**Ports around the boundary**

Bar = 200 µm. Pins as bars across the die edge, other pins in grey.
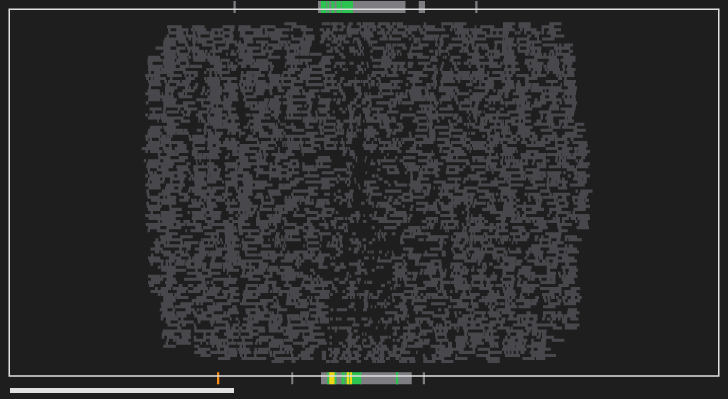
**Metal 2**

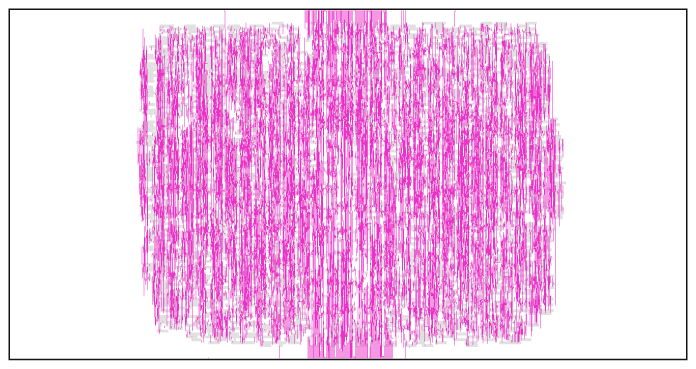
**Wires at chosen ports, followed through buffers**

Bar = 200 µm.
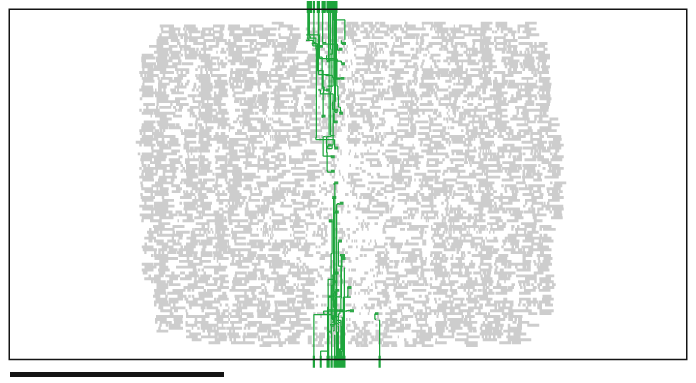
<file path="src/rtl/wb_regfile_pkg.sv">
// Shared pipeline constants: datapath width, register index width and the
// hardwired-zero register index used by decode, hazard and writeback logic.
package wb_regfile_pkg;

  localparam int unsigned DATA_W_DEF = 32;
  localparam int unsigned ADDR_W_DEF = 5;
  localparam int unsigned N_RD_PORTS = 2;

  localparam logic [ADDR_W_DEF-1:0] REG_ZERO = '0;

endpackage : wb_regfile_pkg

</file>
<file path="src/rtl/wb_mux.sv">
// Writeback result select: load data or ALU result. Kept separate so the
// EX-stage forwarding muxes can reuse the same selection logic.
module wb_mux
  import wb_regfile_pkg::*;
#(
  parameter int unsigned DATA_W = DATA_W_DEF
) (
  input  logic              mem_to_reg_i,
  input  logic [DATA_W-1:0] load_data_i,
  input  logic [DATA_W-1:0] alu_out_i,
  output logic [DATA_W-1:0] result_o
);

  assign result_o = mem_to_reg_i ? load_data_i : alu_out_i;

endmodule : wb_mux

</file>
<file path="src/rtl/wb_regfile.sv">
// Writeback stage plus 2**ADDR_W x DATA_W architectural register file with
// two combinational read ports and same-cycle write-to-read bypass.
module wb_regfile
  import wb_regfile_pkg::*;
#(
  parameter int unsigned DATA_W = DATA_W_DEF,
  parameter int unsigned ADDR_W = ADDR_W_DEF
) (
  input  logic              clk,
  input  logic              clr,
  input  logic              regWriteW,
  input  logic              MemtoRegW,
  input  logic [DATA_W-1:0] readDataW,
  input  logic [DATA_W-1:0] AluOutW,
  input  logic [ADDR_W-1:0] WriteRegW,
  input  logic [ADDR_W-1:0] ReadReg1D,
  input  logic [ADDR_W-1:0] ReadReg2D,
  output logic [DATA_W-1:0] ReadData1D,
  output logic [DATA_W-1:0] ReadData2D,
  output logic [DATA_W-1:0] ResultW
);

  localparam int unsigned NREG = 2 ** ADDR_W;
  localparam logic [ADDR_W-1:0] ZERO_IDX = ADDR_W'(REG_ZERO);

  logic [DATA_W-1:0] regs_q [NREG];
  logic              wr_en;
  logic [ADDR_W-1:0] rd_idx  [N_RD_PORTS];
  logic [DATA_W-1:0] rd_data [N_RD_PORTS];

  wb_mux #(
    .DATA_W (DATA_W)
  ) u_wb_mux (
    .mem_to_reg_i (MemtoRegW),
    .load_data_i  (readDataW),
    .alu_out_i    (AluOutW),
    .result_o     (ResultW)
  );

  // A write only counts when not in reset and not aimed at register 0; the
  // same qualifier gates the bypass so reset suppresses forwarding too.
  assign wr_en = regWriteW && !clr && (WriteRegW != ZERO_IDX);

  always_ff @(posedge clk) begin
    if (clr) begin
      for (int i = 0; i < NREG; i++) begin
        regs_q[i] <= '0;
      end
    end else if (wr_en) begin
      regs_q[WriteRegW] <= ResultW;
    end
  end

  assign rd_idx[0] = ReadReg1D;
  assign rd_idx[1] = ReadReg2D;

  generate
    for (genvar gi = 0; gi < N_RD_PORTS; gi++) begin : g_rd_port
      always_comb begin
        rd_data[gi] = regs_q[rd_idx[gi]];
        if (rd_idx[gi] == ZERO_IDX) begin
          rd_data[gi] = '0;
        end else if (wr_en && (WriteRegW == rd_idx[gi])) begin
          rd_data[gi] = ResultW;
        end
      end
    end
  endgenerate

  assign ReadData1D = rd_data[0];
  assign ReadData2D = rd_data[1];

endmodule : wb_regfile

</file>
<file path="config.mk">
export PLATFORM = sky130hd
export DESIGN_NAME = wb_regfile
export DESIGN_NICKNAME = d
export VERILOG_FILES = /design/src/rtl/wb_regfile_pkg.sv /design/src/rtl/wb_mux.sv /design/src/rtl/wb_regfile.sv
export SDC_FILE = /design/constraint.sdc
export NUM_CORES = 2
export LEC_CHECK = 0
export CAP_MARGIN = 20
export CORE_ASPECT_RATIO = 0.5
export CORE_MARGIN = 10
export CORE_UTILIZATION = 30
export DETAILED_ROUTE_END_ITERATION = 16
export GPL_TIMING_DRIVEN = 0
export SYNTH_ARGS = -nofsm -noshare
export SYNTH_HDL_FRONTEND = slang
export SYNTH_HIERARCHICAL = 1
export SYNTH_SLANG_ARGS = --single-unit
</file>
<file path="constraint.sdc">
create_clock -name clk -period 8.3 [get_ports clk]
set_input_delay 2.075 -clock clk [delete_from_list [all_inputs] [get_ports clk]]
set_output_delay 2.075 -clock clk [all_outputs]
set_load 0.01 [all_outputs]
</file>
==> CHANGELOG.md <==
## Flow update

* Outcome: finished, violations left
* Failing checks: negative setup slack
* DRC viols at 0
* Number of flip-flops in the largest register at 1,024
* Final WS setup at -385 ps
* Combinational Power at 2.30 mW
* Sw frac at 0.290
* Master cell of the clock root buffer: clkbuf_16
* Sequential area share after synthesis at 0.546
* Count of plain and timing-repair buffers in the layout at 654
* Fin nets at 4,488
* Average wire length per cell after detail routing at 39.9 µm
* Cell resize tally after clock tree synthesis at 60
* GR Overflow Total at 0
* Post-layout power at 13.5 mW
* Main power group: sequential cells
* Power density cells at 204 nW/µm²
* Most frequent CP cell: clkdlybuf4s50_1
* Setup Viol. Count Final at 45
* Cell with the largest stage delay on the worst path: nor3_1
* Clock Power Share at 0.374
* Power dissipated by switching net loads at 3.90 mW
* FFs w/ async S/R, synth at 0
## Picture notes: 'ports around the boundary'
- orange: `clk` (pins 1; direction input; edge bottom)
- yellow: `WriteRegW` (pins 5; direction input; edge bottom)
- green: `ReadData1D` (pins 32; direction output; edge 16 top, 16 bottom)

## Picture notes: 'metal 2'
- share of all routed wire: 40%
- nets with wire on the layer: 3,983
- longest straight run: 169 µm

## Picture notes: 'wires at chosen ports, followed through buffers'
- green: `ReadData1D` (bits 32; direction output; edge 16 top, 16 bottom; end cells 32; buffers 32; wire 3,170 µm)

==> through the flow <==
| stage | utilization | worst slack [ps] |
|---|---|---|
| finish | 0.353 | -385 |
| global route | 0.353 | -166 |
| CTS | 0.352 | 1.30 |
| detailed placement | 0.332 | -677 |
| global placement | 0.328 | -1240 |
| floorplan | - | 2470 |
==> worst paths after layout <==
kind                          from  cells after the start              to
worst min-delay path     MemtoRegW                      3   regs_q[6][29]
worst max-delay path  ReadReg1D[3]                     10  ReadData1D[31]
==> layer usage <==
layer | up-vias | part of all wire | global-route usage | wire length, µm
met2 | 3686 | 0.40 | 0.361 | 113000
met3 | 665 | 0.17 | 0.138 | 47700
met4 | 12 | 0.057 | 0.121 | 16000
met1 | 21892 | 0.37 | 0.327 | 103000
li1 | 16300 | - | - | -
met5 | - | 0.00074 | 0.00486 | 207
Power figures rest on the tool's default switching activity, not on a simulated workload.
